### Power grid, run 1

Pins as bars on the die edge. Tap cells in gray.
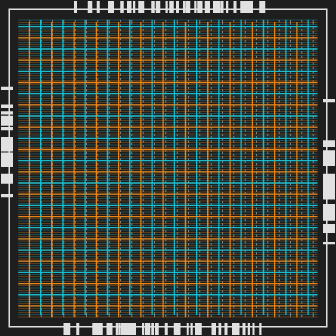
### Cell classes on the final placement, run 1

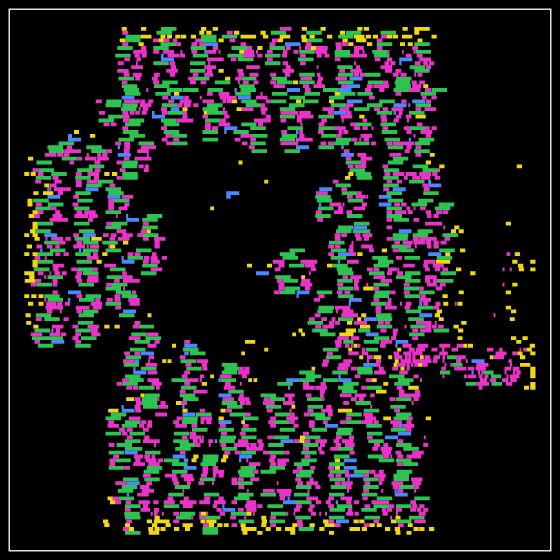
### Clock wires, drivers and flops, run 1

Bar = 100 µm.
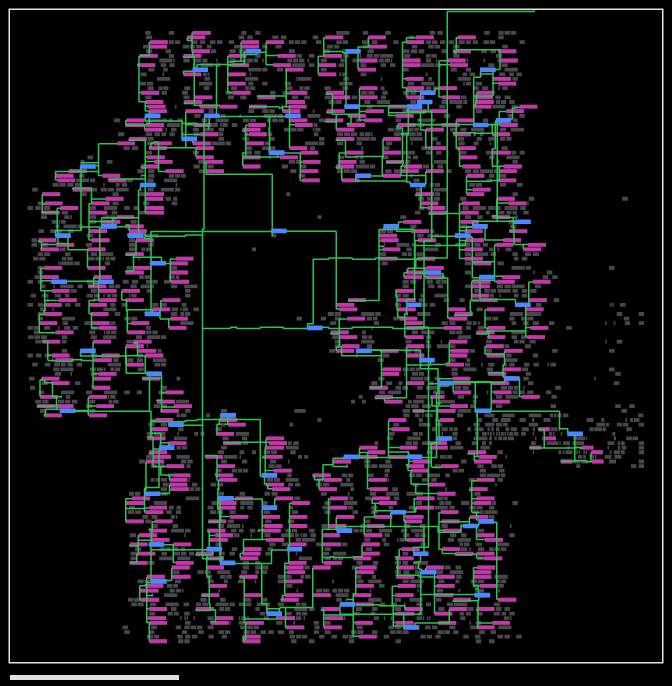
[src/rtl/fetch_queue.sv]
// fetch_queue: dual-slot in / dual-slot out first-word fall-through
// instruction queue sitting between fetch and decode. A circular buffer of
// {pc, instr} entries; the two fetch slots push in order, the two decode
// slots pop in order, and a flush discards everything on a redirect.
module fetch_queue #(
  parameter int DEPTH       = 8,
  parameter int PC_WIDTH    = 32,
  parameter int INSTR_WIDTH = 32
) (
  input  logic                     clk,
  input  logic                     rst_n,
  input  logic                     flush,
  input  logic                     enq_valid_0,
  input  logic                     enq_valid_1,
  input  logic [PC_WIDTH-1:0]      enq_pc_0,
  input  logic [PC_WIDTH-1:0]      enq_pc_1,
  input  logic [INSTR_WIDTH-1:0]   enq_instr_0,
  input  logic [INSTR_WIDTH-1:0]   enq_instr_1,
  output logic                     enq_ready,
  output logic                     deq_valid_0,
  output logic                     deq_valid_1,
  output logic [PC_WIDTH-1:0]      deq_pc_0,
  output logic [PC_WIDTH-1:0]      deq_pc_1,
  output logic [INSTR_WIDTH-1:0]   deq_instr_0,
  output logic [INSTR_WIDTH-1:0]   deq_instr_1,
  input  logic                     deq_ready_0,
  input  logic                     deq_ready_1,
  output logic [$clog2(DEPTH):0]   count,
  output logic                     full,
  output logic                     empty
);
  localparam int AW = $clog2(DEPTH);
  localparam int CW = AW + 1;

  logic [PC_WIDTH-1:0]    r_pc    [DEPTH];
  logic [INSTR_WIDTH-1:0] r_instr [DEPTH];
  logic [AW-1:0]          r_head;
  logic [AW-1:0]          r_tail;
  logic [CW-1:0]          r_count;

  logic [AW-1:0] w_head1;
  logic [AW-1:0] w_tail1;
  logic          w_push0;
  logic          w_push1;
  logic          w_pop0;
  logic          w_pop1;
  logic [1:0]    w_npush;
  logic [1:0]    w_npop;

  // Pointers are AW bits wide, so +1/+2 wraps modulo DEPTH for free.
  assign w_head1 = r_head + AW'(1);
  assign w_tail1 = r_tail + AW'(1);

  // enq_ready depends on registered occupancy only, so there is no
  // combinational path from either handshake side to it.
  assign enq_ready = (r_count <= CW'(DEPTH - 2));
  assign full      = (r_count == CW'(DEPTH));
  assign empty     = (r_count == '0);
  assign count     = r_count;

  // Slot 1 only rides along with slot 0; a lone slot 1 valid is dropped.
  assign w_push0 = enq_valid_0 & enq_ready;
  assign w_push1 = w_push0 & enq_valid_1;

  assign deq_valid_0 = (r_count >= CW'(1));
  assign deq_valid_1 = (r_count >= CW'(2));

  // Slot 1 can only pop behind slot 0, keeping decode in program order.
  assign w_pop0 = deq_valid_0 & deq_ready_0;
  assign w_pop1 = deq_valid_1 & deq_ready_1 & deq_ready_0;

  assign w_npush = 2'(w_push0) + 2'(w_push1);
  assign w_npop  = 2'(w_pop0)  + 2'(w_pop1);

  // Fall-through read of the two oldest entries, zeroed when not valid.
  always_comb begin
    deq_pc_0    = '0;
    deq_instr_0 = '0;
    deq_pc_1    = '0;
    deq_instr_1 = '0;
    if (deq_valid_0) begin
      deq_pc_0    = r_pc[r_head];
      deq_instr_0 = r_instr[r_head];
    end
    if (deq_valid_1) begin
      deq_pc_1    = r_pc[w_head1];
      deq_instr_1 = r_instr[w_head1];
    end
  end

  // Entry storage: written only for accepted pushes, never reset.
  always_ff @(posedge clk) begin
    if (rst_n && !flush) begin
      if (w_push0) begin
        r_pc[r_tail]    <= enq_pc_0;
        r_instr[r_tail] <= enq_instr_0;
      end
      if (w_push1) begin
        r_pc[w_tail1]    <= enq_pc_1;
        r_instr[w_tail1] <= enq_instr_1;
      end
    end
  end

  // Pointer and occupancy update; reset beats flush, flush beats handshakes.
  always_ff @(posedge clk) begin
    if (!rst_n) begin
      r_head  <= '0;
      r_tail  <= '0;
      r_count <= '0;
    end else if (flush) begin
      r_head  <= '0;
      r_tail  <= '0;
      r_count <= '0;
    end else begin
      r_head  <= r_head + AW'(w_npop);
      r_tail  <= r_tail + AW'(w_npush);
      r_count <= r_count + CW'(w_npush) - CW'(w_npop);
    end
  end

endmodule

[config.mk]
export PLATFORM = sky130hd
export DESIGN_NAME = fetch_queue
export DESIGN_NICKNAME = d
export VERILOG_FILES = /design/src/rtl/fetch_queue.sv
export SDC_FILE = /design/constraint.sdc
export NUM_CORES = 1
export LEC_CHECK = 0
export CORE_MARGIN = 10
export CORE_UTILIZATION = 23
export CTS_CLUSTER_SIZE = 12
export DETAILED_ROUTE_END_ITERATION = 6
export PLACE_DENSITY_LB_ADDON = 0.25
export SKIP_LAST_GASP = 1
export SLEW_MARGIN = 20
export SYNTH_ARGS = -nofsm -noshare
export SYNTH_HDL_FRONTEND = slang
export SYNTH_SLANG_ARGS = --single-unit
[constraint.sdc]
create_clock -name clk -period 11.72 [get_ports clk]
set_input_delay 3.516 -clock clk [delete_from_list [all_inputs] [get_ports clk]]
set_output_delay 3.516 -clock clk [all_outputs]
set_load 0.02 [all_outputs]
==> run_results.csv, run 1 <==
group,metric,value,unit
critical_path,worstReg2RegStart,"r_tail[0]",
worst_hold_path,hold-path-endpoint,"r_tail[2]",
yosys,simple_gate_share,2.731,%
critical_path,critPathLaunch,"r_head[0]",
power,p_clk,2.02,mW
final_timing,layout_min_cycle_time,8.023,ns
yosys,mux_area_share,38.84,%
final_timing,setup_viol,0,
yosys,numSynthFlops,522,
yosys,topCombFamilyByArea,"multiplexers",
grt,antenna_found_initial,22,
floorplan,die_h,384.8,µm
clocking,numCtsBuffers,70,
clocking,cts_root_buf,"clkbuf_16",
routing,wl_met2,55400,µm
critical_path,critPathKind,"flip-flop to output pin",
grt,gr-usage-met3,2.865,%
grt,grt_overflow,0,
floorplan,die_w,384.8,µm
final_timing,hold_viol,0,
final_timing,hold_ws,0.6678,ns
clocking,clock_path_buffers,3,
power,swShare,34.79,%
worst_hold_path,min-delay-start,"r_tail[2]",
cells_and_area,lay_top_count,"edfxtp_1",
cells_and_area,antennaDiodeCount,4,
cells_and_area,nMultiInputCombCells,1313,
final_timing,fin_worst_skew,0.01402,ns
cells_and_area,clk_share,5.664,%
yosys,syn_inst,2008,
power,power.internal,4.268,mW
cells_and_area,drive_above_1_share,32.17,%
power,p_leak,11.59,nW
final_timing,slew_viol_final,0,
cells_and_area,final_cell_count_no_fill,4050,
final_timing,setup_ws,3.697,ns
critical_path,crit_top_cell,"buf_4",
power,power_combinational,2.39,mW
routing,antenna_left,0,
grt,grt_usage,14.90,%
clocking,clk_pin_slew_worst_paths,0.05,ns
floorplan,core_util_floorplan,23.22,%
yosys,syn_area,0.03060,mm²
final_timing,worst_pin_slew,1.159,ns
power,top_power_group,"combinational cells",
cells_and_area,sh_comb_area,38.21,%
critical_path,critical_path_required,8.20,ns
cells_and_area,logic_area,0.01431,mm²
yosys,synth.area.top_cells,"edfxtp_1, mux2_2, mux2i_1, mux4_2, mux2_1",
power,pwr_density_cell,174.8,mW/mm²
cells_and_area,clock_buffers,93,
grt,grt_use_met2,25.21,%
yosys,ff_type,"edfxtp_1",
placed_design,dpl_cell_area,0.03530,mm²
routing,vias,19790,
critical_path,ff2ff_path_depth,7,
final_timing,fmax,0.1246,GHz
yosys,syn_nets,2160,
routing,wl_met3,5885,µm
power,pwr-share-seq,32.6,%
routing,wire_per_inst,27.96,µm
power,power.total,6.545,mW
critical_path,worst-path-stages,6,
placed_design,dp_hpwl,66800,µm
placed_design,place.gp.congestion,0.7156,
placed_design,dp_cells,3920,
routing,drcViolationCount,0,
cells_and_area,n_all_inverters,12,
yosys,ys_top_cells_by_count,"edfxtp_1, mux2_2, mux2i_1",
cells_and_area,fillCellCount,13320,
critical_path,path_delay_family,"buffers and inverters",
cells_and_area,nets,2390,
clocking,htree_levels,3,
outcome,status,"completed",
power,p_clk_share,30.8,%
clocking,insertion_delay,0.65,ns
clocking,holdBufCountCts,0,
clocking,cts_sinks,522,
cells_and_area,final_area,0.03745,mm²
yosys,async_flop_share,0,%
routing,drtIter0Drc,1357,
critical_path,critPathMaxFanout,44,
power,combPwrFrac,36.6,%
yosys,ys_seq_share,50.90,%
critical_path,end_kind,"output pin",
cells_and_area,nonClockBufferCount,319,
critical_path,reg2reg_to,"r_pc[5][0]",
job,max-cap-violations,0,
yosys,synth_area_per_cell,15.24,µm²
worst_hold_path,hold_path.class,"flip-flop to flip-flop",
grt,grt_max_degree,113,
cells_and_area,seqCellArea,0.01558,mm²
floorplan,chipArea,0.1480,mm²
critical_path,worstSetupStartpointType,"flip-flop",
power,netSwitchingPower,2.277,mW
yosys,synth-edff-count,512,
job,openroad.warnings,33,
routing,wl,113300,µm
cells_and_area,area_dominant_class,"sequential cells",
final_timing,finalCritPeriodShare,68.46,%
grt,grt_pass1_wl,159600,µm
cells_and_area,flops,522,
floorplan,io_pins,272,
yosys,yosys_area,0.03060,mm²
critical_path,crit_end,"deq_instr_1[27]",
critical_path,crit_arrival,4.51,ns
clocking,post_cts_resize_count,0,
power,peakVddDrop,108.9,µV
grt,top_usage_layer,"met2",
yosys,yosys.area_share.aoi,3.651,%
Back to the opening pictures, 'Power grid':
- VDD: cyan
- VSS: orange
- tap cells: 1,755
- met4 straps: 26
- rows: 133
- signal pins: 272

Back to the opening pictures, 'Cell classes on the final placement':
- sequential cells: green (cells 522; share of their area 44%)
- clock drivers and dummy loads: blue (cells 125; share of their area 6.0%)
- remaining buffers and delay cells: yellow (cells 319; share of their area 9.0%)
- remaining logic cells: magenta (cells 1,325; share of their area 41%)
utilization after layout: 28.41%
Site Rows: 133
CORE AREA: 0.1318 mm²
fraction of area in registers: 41.61%

Back to the opening pictures, 'Clock wires, drivers and flops':
- flip-flops: magenta (count 522)
- clock wires: green (length 8,540 µm)
- clock-net drivers: blue (count 70)
- routed clock nets: 71

### Routing congestion map, run 1

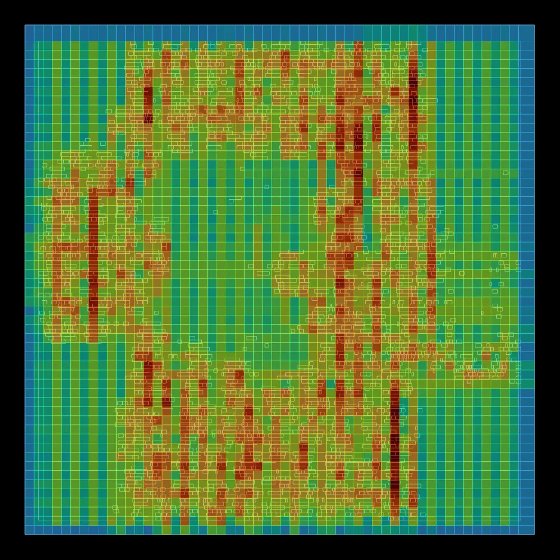

--- run 2 (diff from run 1) ---
- clock period: 11.72 -> 7.05 ns (I/O delays scaled with it)
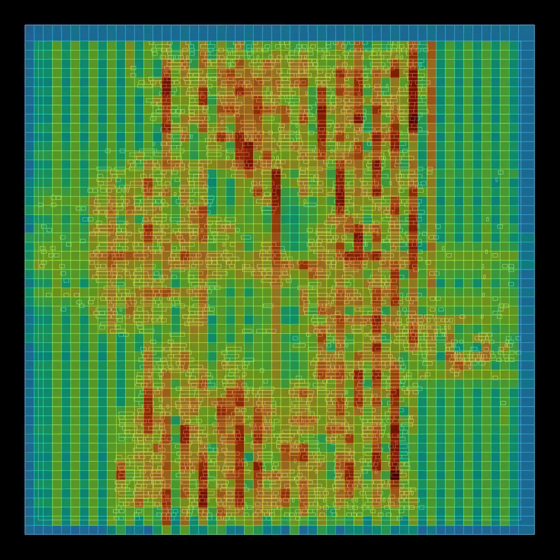
*Routing congestion map, run 2*
M1 GR Usage: 18.93%
grt met2 use: 24.35%

==> run 2 against run 1 <==
Effect of this change:
- die area stayed put
- global-route usage is 0.15 points lower
- core utilization is 0.075 points lower
- hold slack worse by 0.012 ns
- via count is 0.21% higher
- synthesized cell count stayed put
- register-to-register slack worse by 4.7 ns
- critical path type unchanged
- largest power group unchanged
==> run_results.csv, run 2 <==
group,metric,value,unit
yosys,ff_type,"edfxtp_1",
grt,grt_pass1_wl,159400,µm
final_timing,hold_viol,0,
cells_and_area,flops,522,
cells_and_area,n_all_inverters,12,
cells_and_area,fillCellCount,13320,
power,combPwrFrac,38.1,%
yosys,numSynthFlops,522,
cells_and_area,nonClockBufferCount,318,
yosys,synth.area.top_cells,"edfxtp_1, mux2_2, mux2i_1, mux4_2, mux2_1",
cells_and_area,sh_comb_area,38.31,%
placed_design,dpl_cell_area,0.03549,mm²
yosys,mux_area_share,38.84,%
critical_path,critPathMaxFanout,43,
critical_path,critical_path_required,4.93,ns
critical_path,path_delay_family,"AND-OR/OR-AND gates",
critical_path,reg2reg_to,"count[3]",
worst_hold_path,min-delay-start,"r_tail[2]",
critical_path,crit_arrival,3.93,ns
critical_path,end_kind,"output pin",
final_timing,worst_pin_slew,0.9700,ns
yosys,yosys_area,0.03060,mm²
power,pwr-share-seq,33.3,%
routing,wire_per_inst,28.11,µm
grt,top_usage_layer,"met2",
routing,wl_met3,7170,µm
cells_and_area,area_dominant_class,"sequential cells",
grt,grt_max_degree,98,
power,peakVddDrop,282.6,µV
placed_design,dp_cells,3919,
critical_path,critPathLaunch,"count[2]",
clocking,clk_pin_slew_worst_paths,0.07,ns
routing,wl_met2,53760,µm
cells_and_area,seqAreaFraction,41.72,%
yosys,simple_gate_share,2.731,%
final_timing,layout_min_cycle_time,6.042,ns
yosys,async_flop_share,0,%
final_timing,fin_worst_skew,0.01304,ns
outcome,status,"completed",
yosys,ys_seq_share,50.90,%
final_timing,finalCritPeriodShare,85.70,%
grt,antenna_found_initial,29,
cells_and_area,seqCellArea,0.01558,mm²
floorplan,rows,133,
clocking,numCtsBuffers,60,
power,power.total,10.67,mW
critical_path,critPathKind,"flip-flop to output pin",
final_timing,slew_viol_final,0,
cells_and_area,antennaDiodeCount,5,
clocking,cts_root_buf,"clkbuf_16",
cells_and_area,utilization,28.34,%
power,power_combinational,4.06,mW
power,p_clk,3.05,mW
floorplan,design.core.area,0.1318,mm²
yosys,yosys.area_share.aoi,3.651,%
clocking,post_cts_resize_count,0,
power,p_clk_share,28.6,%
worst_hold_path,hold_path.class,"flip-flop to flip-flop",
yosys,syn_area,0.03060,mm²
grt,gr-usage-met3,3.864,%
critical_path,crit_end,"deq_instr_0[29]",
cells_and_area,final_area,0.03735,mm²
grt,grt_overflow,0,
floorplan,io_pins,272,
routing,wl,113400,µm
clocking,holdBufCountCts,0,
yosys,ys_top_cells_by_count,"edfxtp_1, mux2_2, mux2i_1",
critical_path,worstSetupStartpointType,"flip-flop",
yosys,synth_area_per_cell,15.24,µm²
final_timing,hold_ws,0.6556,ns
power,top_power_group,"combinational cells",
placed_design,dp_hpwl,65520,µm
routing,antenna_left,0,
floorplan,die_h,384.8,µm
final_timing,setup_ws,1.008,ns
cells_and_area,lay_top_count,"edfxtp_1",
clocking,htree_levels,2,
power,p_leak,11.50,nW
No activity file was given, so power comes from the tool's default toggle rates.
